## config.mk

```make
export PLATFORM = sky130hd
export DESIGN_NAME = bf16_mul_pipe
export DESIGN_NICKNAME = d
export VERILOG_FILES = /design/src/rtl/bf16_pkg.sv /design/src/rtl/bf16_class.sv /design/src/rtl/bf16_mul_round.sv /design/src/rtl/bf16_mul_pipe.sv
export SDC_FILE = /design/constraint.sdc
export NUM_CORES = 1
export LEC_CHECK = 0
export CORE_AREA = 8 8 168 107
export DETAILED_ROUTE_END_ITERATION = 7
export DIE_AREA = 0 0 176 115
export HOLD_SLACK_MARGIN = 0.1
export PLACE_DENSITY_LB_ADDON = 0.25
export SLEW_MARGIN = 20
export SYNTH_ARGS = -nofsm -noshare
export SYNTH_HDL_FRONTEND = slang
export SYNTH_SLANG_ARGS = --single-unit
```

## constraint.sdc

```tcl
create_clock -name i_clk -period 4.3 [get_ports i_clk]
set_input_delay 1.29 -clock i_clk [delete_from_list [all_inputs] [get_ports i_clk]]
set_output_delay 1.29 -clock i_clk [all_outputs]
set_load 0.02 [all_outputs]
```

## src/rtl/bf16_pkg.sv

```systemverilog
// Shared constants and types for the bf16 multiply pipeline.
// Exception bit indices are only meaningful when BF16_MUL_EXC_EN is defined.
package bf16_pkg;

    localparam int unsigned NUM_W  = 16;
    localparam int unsigned EXP_W  = 8;
    localparam int unsigned SIG_W  = 7;
    localparam int unsigned FLAG_W = 4;
    // Exponent sum needs two extra bits: one for sign, one for headroom.
    localparam int unsigned EXT_W  = EXP_W + 2;

    localparam int unsigned BIAS = 127;
    localparam logic [NUM_W-1:0] QNAN = 16'h7FC0;

    localparam int unsigned FLG_NAN  = 3;
    localparam int unsigned FLG_ZERO = 2;
    localparam int unsigned FLG_INF  = 1;
    localparam int unsigned FLG_NORM = 0;

    localparam int unsigned EXC_INVALID   = 3;
    localparam int unsigned EXC_OVERFLOW  = 2;
    localparam int unsigned EXC_UNDERFLOW = 1;
    localparam int unsigned EXC_INEXACT   = 0;

    typedef enum logic [1:0] {SpNone, SpNan, SpInf, SpZero} special_e;

endpackage

```

## src/rtl/bf16_class.sv

```systemverilog
// bf16 classifier: splits a bf16 word into fields and one-hot {nan, zero, inf, norm}.
// Subnormals (exp=0, sig!=0) are reported as norm; consumers decide whether to flush.
module bf16_class
    import bf16_pkg::*;
(
    input  logic [NUM_W-1:0]  num,
    output logic              sign,
    output logic [EXP_W-1:0]  exp,
    output logic [SIG_W-1:0]  sig,
    output logic [FLAG_W-1:0] flags
);

    always_comb begin
        sign  = num[NUM_W-1];
        exp   = num[NUM_W-2:SIG_W];
        sig   = num[SIG_W-1:0];
        flags = '0;
        if (exp == '1) begin
            if (sig != '0) flags[FLG_NAN] = 1'b1;
            else           flags[FLG_INF] = 1'b1;
        end else if (exp == '0 && sig == '0) begin
            flags[FLG_ZERO] = 1'b1;
        end else begin
            flags[FLG_NORM] = 1'b1;
        end
    end

endmodule

```

## src/rtl/bf16_mul_round.sv

```systemverilog
// Normalize, round-to-nearest-even and pack a raw 8x8 significand product.
// Exception outputs exist only when BF16_MUL_EXC_EN is defined.
module bf16_mul_round
    import bf16_pkg::*;
(
    input  logic                    sign,
    input  logic signed [EXT_W-1:0] exp,
    input  logic [2*SIG_W+1:0]      prod,
    output logic [NUM_W-1:0]        result
`ifdef BF16_MUL_EXC_EN
    ,
    output logic                    overflow,
    output logic                    underflow,
    output logic                    inexact
`endif
);

    localparam logic signed [EXT_W-1:0] E_ONE = EXT_W'(1);
    localparam logic signed [EXT_W-1:0] E_MAX = EXT_W'(255);
    localparam logic signed [EXT_W-1:0] E_MIN = EXT_W'(0);

    logic signed [EXT_W-1:0] e_norm;
    logic signed [EXT_W-1:0] e_fin;
    logic [SIG_W-1:0]        mant;
    logic [SIG_W:0]          mant_inc;
    logic                    guard;
    logic                    sticky;
    logic                    rnd_up;
    logic                    ovf;
    logic                    unf;

    always_comb begin
        // Product of two [1,2) values lies in [1,4); the top bit selects the shift.
        if (prod[2*SIG_W+1]) begin
            e_norm = exp + E_ONE;
            mant   = prod[2*SIG_W:SIG_W+1];
            guard  = prod[SIG_W];
            sticky = |prod[SIG_W-1:0];
        end else begin
            e_norm = exp;
            mant   = prod[2*SIG_W-1:SIG_W];
            guard  = prod[SIG_W-1];
            sticky = |prod[SIG_W-2:0];
        end
        rnd_up   = guard & (sticky | mant[0]);
        mant_inc = {1'b0, mant} + {{SIG_W{1'b0}}, rnd_up};
        e_fin    = mant_inc[SIG_W] ? e_norm + E_ONE : e_norm;
        ovf      = (e_fin >= E_MAX);
        unf      = (e_fin <= E_MIN);
        if (ovf)      result = {sign, {EXP_W{1'b1}}, {SIG_W{1'b0}}};
        else if (unf) result = {sign, {(NUM_W-1){1'b0}}};
        else          result = {sign, e_fin[EXP_W-1:0], mant_inc[SIG_W-1:0]};
    end

`ifdef BF16_MUL_EXC_EN
    assign overflow  = ovf;
    assign underflow = unf;
    assign inexact   = guard | sticky | ovf | unf;
`endif

endmodule

```

## src/rtl/bf16_mul_pipe.sv

```systemverilog
// Three-stage bf16 x bf16 multiplier with valid/ready backpressure (FTZ, RNE).
// Define BF16_MUL_EXC_EN to add the o_exc {invalid, overflow, underflow, inexact} port.
module bf16_mul_pipe
    import bf16_pkg::*;
#(
    parameter int unsigned NUM_WIDTH  = NUM_W,
    parameter int unsigned EXP_WIDTH  = EXP_W,
    parameter int unsigned SIG_WIDTH  = SIG_W,
    parameter int unsigned FLAG_WIDTH = FLAG_W
) (
    input  logic                 i_clk,
    input  logic                 i_rst_n,
    input  logic [NUM_WIDTH-1:0] i_a,
    input  logic [NUM_WIDTH-1:0] i_b,
    input  logic                 i_valid,
    output logic                 o_ready,
    output logic [NUM_WIDTH-1:0] o_result,
    output logic                 o_valid,
    input  logic                 i_ready
`ifdef BF16_MUL_EXC_EN
    ,
    output logic [3:0]           o_exc
`endif
);

    logic                  sign_a, sign_b;
    logic [EXP_WIDTH-1:0]  exp_a, exp_b;
    logic [SIG_WIDTH-1:0]  sig_a, sig_b;
    logic [FLAG_WIDTH-1:0] flg_a, flg_b;
    logic                  zero_a, zero_b;
    logic                  advance;

    // Stage registers
    logic                    v1, v2, v3;
    logic                    s1_sign, s1_nan, s1_inf, s1_zero;
    logic [EXP_WIDTH-1:0]    s1_exp_a, s1_exp_b;
    logic [SIG_WIDTH-1:0]    s1_sig_a, s1_sig_b;
    logic                    s2_sign;
    special_e                s2_special;
    logic signed [EXT_W-1:0] s2_exp;
    logic [2*SIG_WIDTH+1:0]  s2_prod;
    logic [NUM_WIDTH-1:0]    res_q;

    special_e                special_d;
    logic signed [EXT_W-1:0] exp_d;
    logic [2*SIG_WIDTH+1:0]  prod_d;
    logic [NUM_WIDTH-1:0]    rnd_result;
    logic [NUM_WIDTH-1:0]    res_d;

    bf16_class u_class_a (.num(i_a), .sign(sign_a), .exp(exp_a), .sig(sig_a), .flags(flg_a));
    bf16_class u_class_b (.num(i_b), .sign(sign_b), .exp(exp_b), .sig(sig_b), .flags(flg_b));

    // Subnormals arrive flagged as norm; flush them to zero here.
    assign zero_a  = flg_a[FLG_ZERO] | (flg_a[FLG_NORM] & (exp_a == '0));
    assign zero_b  = flg_b[FLG_ZERO] | (flg_b[FLG_NORM] & (exp_b == '0));
    assign advance = ~(v3 & ~i_ready);
    assign o_ready = advance;
    assign o_valid = v3;
    assign o_result = res_q;

    always_comb begin
        prod_d = {{(SIG_WIDTH+1){1'b0}}, 1'b1, s1_sig_a}
               * {{(SIG_WIDTH+1){1'b0}}, 1'b1, s1_sig_b};
        exp_d  = EXT_W'(s1_exp_a) + EXT_W'(s1_exp_b) - EXT_W'(BIAS);
        if (s1_nan || (s1_inf && s1_zero)) special_d = SpNan;
        else if (s1_inf)                   special_d = SpInf;
        else if (s1_zero)                  special_d = SpZero;
        else                               special_d = SpNone;
    end

`ifdef BF16_MUL_EXC_EN
    logic       ovf, unf, inx;
    logic [3:0] exc_d, exc_q;

    bf16_mul_round u_round (
        .sign(s2_sign), .exp(s2_exp), .prod(s2_prod), .result(rnd_result),
        .overflow(ovf), .underflow(unf), .inexact(inx)
    );

    always_comb begin
        exc_d = '0;
        unique case (s2_special)
            SpNan:   exc_d[EXC_INVALID] = 1'b1;
            SpNone:  begin
                exc_d[EXC_OVERFLOW]  = ovf;
                exc_d[EXC_UNDERFLOW] = unf;
                exc_d[EXC_INEXACT]   = inx;
            end
            default: exc_d = '0;
        endcase
    end

    always_ff @(posedge i_clk or negedge i_rst_n) begin
        if (!i_rst_n)     exc_q <= '0;
        else if (advance) exc_q <= exc_d;
    end

    assign o_exc = exc_q;
`else
    bf16_mul_round u_round (
        .sign(s2_sign), .exp(s2_exp), .prod(s2_prod), .result(rnd_result)
    );
`endif

    always_comb begin
        unique case (s2_special)
            SpNan:   res_d = QNAN;
            SpInf:   res_d = {s2_sign, {EXP_WIDTH{1'b1}}, {SIG_WIDTH{1'b0}}};
            SpZero:  res_d = {s2_sign, {(NUM_WIDTH-1){1'b0}}};
            default: res_d = rnd_result;
        endcase
    end

    always_ff @(posedge i_clk or negedge i_rst_n) begin
        if (!i_rst_n) begin
            v1 <= 1'b0; v2 <= 1'b0; v3 <= 1'b0;
            s1_sign <= 1'b0; s1_nan <= 1'b0; s1_inf <= 1'b0; s1_zero <= 1'b0;
            s1_exp_a <= '0; s1_exp_b <= '0; s1_sig_a <= '0; s1_sig_b <= '0;
            s2_sign <= 1'b0; s2_special <= SpNone; s2_exp <= '0; s2_prod <= '0;
            res_q <= '0;
        end else if (advance) begin
            v1 <= i_valid;
            v2 <= v1;
            v3 <= v2;
            s1_sign  <= sign_a ^ sign_b;
            s1_nan   <= flg_a[FLG_NAN] | flg_b[FLG_NAN];
            s1_inf   <= flg_a[FLG_INF] | flg_b[FLG_INF];
            s1_zero  <= zero_a | zero_b;
            s1_exp_a <= exp_a;
            s1_exp_b <= exp_b;
            s1_sig_a <= sig_a;
            s1_sig_b <= sig_b;
            s2_sign    <= s1_sign;
            s2_special <= special_d;
            s2_exp     <= exp_d;
            s2_prod    <= prod_d;
            res_q <= res_d;
        end
    end

endmodule

```

run_1/pdn.png
Bar = 50 um. Pins as bars on the die edge. Tap cells in grey.
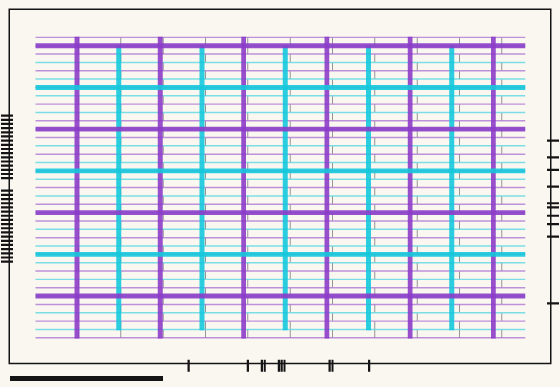
[VSS] purple
[VDD] cyan
met1 rails: 37
tap cells: 209
signal pins: 54
met4 straps: 11

run_1/density.png
Bar = 50 um. The die is cut into 18 by 12 equal tiles; white is low, dark blue is high, 0 to 100% covered.
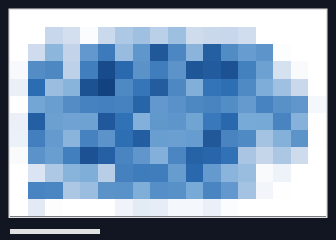
nearly empty tiles: 24%
tiles over 75% full: 10%
fullest tile: 93%
mean over tiles: 39%
densest ninth of the die: centre
emptiest ninth of the die: lower right

run_1/final_placement.png
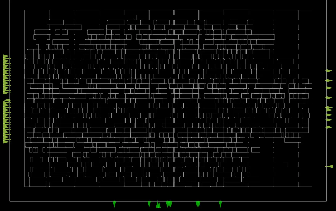
sequential cells: 82
filler instances: 1,474
Core Box Area: 0.0156 mm2

==> impl_metrics.py, run 1 <==
# Generated from Yosys and OpenROAD reports
metrics = {
    "synthesis": {
        "ys_seq_frac": 0.303,
        "top_cell": "nand2_1",
        "top_cell_area_share": 0.303,
        "synthCells": 788,
        "ys_chip_area_mm2": 0.00677,
        "fp_nets": 918,
        "synth-simple-area-share": 0.216,
        "synthesis.area_mm2": 0.00677,
        "logic_family": "simple AND/OR/NAND/NOR gates",
        "synth-xor-area-share": 0.0595,
        "ys_types": 65,
        "mux_share": 0.0155,
    },
    "worst_setup_path": {
        "arrival_ns": 4.47,
        "path_max_fanout": 4,
        "crit_path_top_delay_cell": "fa_1",
        "cp.depth": 17,
        "reg2reg_depth": 17,
        "startpoint": "s1_sig_a[3]$_DFFE_PN0N_",
        "r2r_start": "s1_sig_a[3]$_DFFE_PN0N_",
        "cpMostUsedCell": "fa_1",
    },
    "drt": {
        "post-route-drc-count": 0,
        "wl_per_cell_um": 14.7,
        "num_vias": 5442,
        "routed_wl_um": 15700,
        "dr.pass1.iters": 5,
        "drt-initial-drc-count": 369,
    },
    "clock_network": {
        "numCtsBuffers": 9,
        "cts_resized": 8,
        "clk_latency_ns": 0.35,
        "path_clk_slew_ns": 0.07,
        "cts.sinks": 82,
        "cts_hold_buf": 0,
        "clk_path_buf_depth": 2,
    },
    "sta": {
        "setup-violations-final": 0,
        "slew_headroom": 0.381,
        "finClkSkew_ns": 0.00999,
        "fmax_ghz": 0.235,
    },
    "cells_and_area": {
        "final_core_util": 0.520,
        "clkCellAreaFrac": 0.0383,
        "n_all_inverters": 88,
        "drive_above_1_share": 0.113,
        "area_growth_pct": 20.0,
        "stdcell_area_mm2": 0.00813,
        "seq_area_mm2": 0.00205,
        "logic_gate_count": 584,
        "buffers": 94,
        "diodes": 0,
    },
    "global_routing": {
        "antenna_found_initial": 0,
        "grt_util_met2": 0.211,
        "use_met3": 0.0403,
        "grt.busiest_layer": "met1",
        "grt_first_pass_wirelength_um": 26600,
        "grt_pass1_vias": 5125,
    },
    "outcome": {
        "outcome": "completed",
    },
    "die": {
        "die_h_um": 115,
        "die_x_um": 176,
        "chipArea_mm2": 0.0202,
        "rows": 36,
        "ios": 54,
    },
    "placement": {
        "dpl_cell_area_mm2": 0.00770,
    },
    "job": {
        "drv_cap": 0,
        "warnings": 31,
    },
    "min_path": {
        "hold_end": "o_result[15]$_DFFE_PN0N_",
        "hp-class": "flop to flop",
        "min_from": "o_result[15]$_DFFE_PN0N_",
        "hold_path_depth": 2,
    },
}
run 1: per-stage QoR:
step	cells	setup TNS, ns	worst slack [ns]
4_1_cts	1070	0	0.0301
5_1_grt	1073	-0.571	-0.178
6_report	1073	0	0.0358
3_3_place_gp	1053	-0.214	-0.0922
3_5_place_dp	1053	-0.231	-0.0946
2_1_floorplan	788	0	0.0368
run 1: layer usage:
layer / up-vias / wire length [um]
met5: - / 0
met4: 0 / 85
met3: 11 / 924
met2: 136 / 5830
met1: 2548 / 8900
li1: 2747 / -
run_1/port_nets.png
Bar = 50 um.
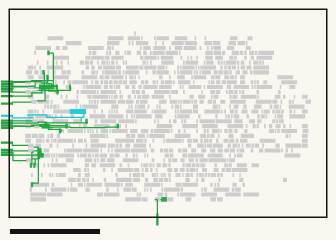

==> inputs of run 2 (changes only) <==
--- a/config.mk
+++ b/config.mk
@@ -10,6 +10,7 @@
 export DIE_AREA = 0 0 176 115
 export HOLD_SLACK_MARGIN = 0.1
 export PLACE_DENSITY_LB_ADDON = 0.25
+export SETUP_SLACK_MARGIN = 0.2
 export SLEW_MARGIN = 20
 export SYNTH_ARGS = -nofsm -noshare
 export SYNTH_HDL_FRONTEND = slang
run_2/port_nets.png
Bar = 50 um.
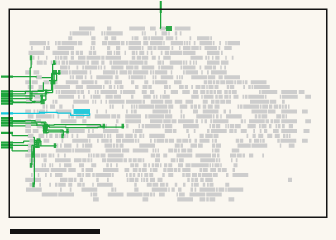
[`o_valid`] cyan | bits: 1 | direction: output | edge: left | end cells: 1 | buffers: 1 | wire: 51.1 um
[`i_b`] green | bits: 16 | direction: input | edge: 15 left, 1 top | end cells: 22 | buffers: 16 | wire: 534 um

run_2/final_placement.png
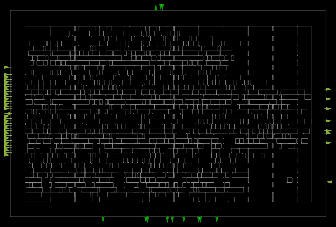
final core occ: 0.515
Cell Rows: 36
filler instances: 1,467

==> run 2 against run 1 <==
Sequential share of layout area grew 0.34 points. Via count decreased by 0.94%. Critical path depth unchanged. Clock-buffer cell count unchanged. Clock skew is 0.00083 ns higher. Worst hold slack worse by 0.0061 ns.
==> impl_metrics.py, run 2 <==
# Generated from Yosys and OpenROAD reports
metrics = {
    "synthesis": {
        "ys_types": 65,
        "ys_chip_area_mm2": 0.00677,
        "top_cell": "nand2_1",
        "fp_nets": 918,
        "logic_family": "simple AND/OR/NAND/NOR gates",
        "synth-simple-area-share": 0.216,
        "synth-xor-area-share": 0.0595,
        "ys_seq_frac": 0.303,
        "top_cell_area_share": 0.303,
    },
    "sta": {
        "setup-violations-final": 0,
        "slew_headroom": 0.447,
        "setup_slack_ns": 0.0701,
        "setup_tns_ns": 0,
    },
    "drt": {
        "routed_wl_um": 16200,
        "top_layer": "met4",
        "wl_met3_um": 1130,
        "drt-met1-wl_um": 8880,
        "wl_per_cell_um": 15.2,
        "post-route-drc-count": 0,
        "drt-initial-drc-count": 341,
    },
    "die": {
        "die_x_um": 176,
        "ios": 54,
    },
    "worst_setup_path": {
        "cpMostUsedCell": "fa_1",
        "reg2reg_depth": 17,
        "startpoint": "s1_sig_b[2]$_DFFE_PN0N_",
        "crit_path_top_delay_cell": "fa_1",
        "path_max_fanout": 5,
        "arrival_ns": 4.45,
    },
    "cells_and_area": {
        "clkCellAreaFrac": 0.0373,
        "n_all_inverters": 88,
        "area_growth_pct": 18.9,
        "finalNonFillerCells": 1063,
        "flops": 82,
        "seq_area_mm2": 0.00206,
        "buffers": 84,
        "stdcell_area_mm2": 0.00805,
    },
    "placement": {
        "dpl_cell_area_mm2": 0.00758,
        "dp_slack_ns": -0.0754,
        "dp.cells": 1033,
    },
    "global_routing": {
        "antenna_found_initial": 0,
        "grt.busiest_layer": "met1",
        "grt_util_met2": 0.233,
    },
    "clock_network": {
        "path_clk_slew_ns": 0.07,
        "clk_latency_ns": 0.36,
    },
    "min_path": {
        "hp-class": "flop to flop",
        "hold_end": "o_valid$_DFFE_PN0N_",
        "hold_path_depth": 1,
        "min_from": "v2$_DFFE_PN0N_",
    },
    "outcome": {
        "outcome": "completed",
    },
}
## run 2: worst max-delay path: cells and delay by family (launching register included)
family,cells,cell delay (ns)
AOI/OAI and AO/OA,4,0.55
xor gates and xnor gates,1,0.19
adders and majority gates,5,2.13
buffers and inverters,5,0.30
DFF,1,0.45
and+or+nand+nor,2,0.48
## run 2: repair_timing
action | CTS | global route
gates cloned | 0 | 0
endpoints found under the setup margin | 7 | 8
pin swaps | 23 | 13
setup buffers | 11 | 3
resized | 14 | 14
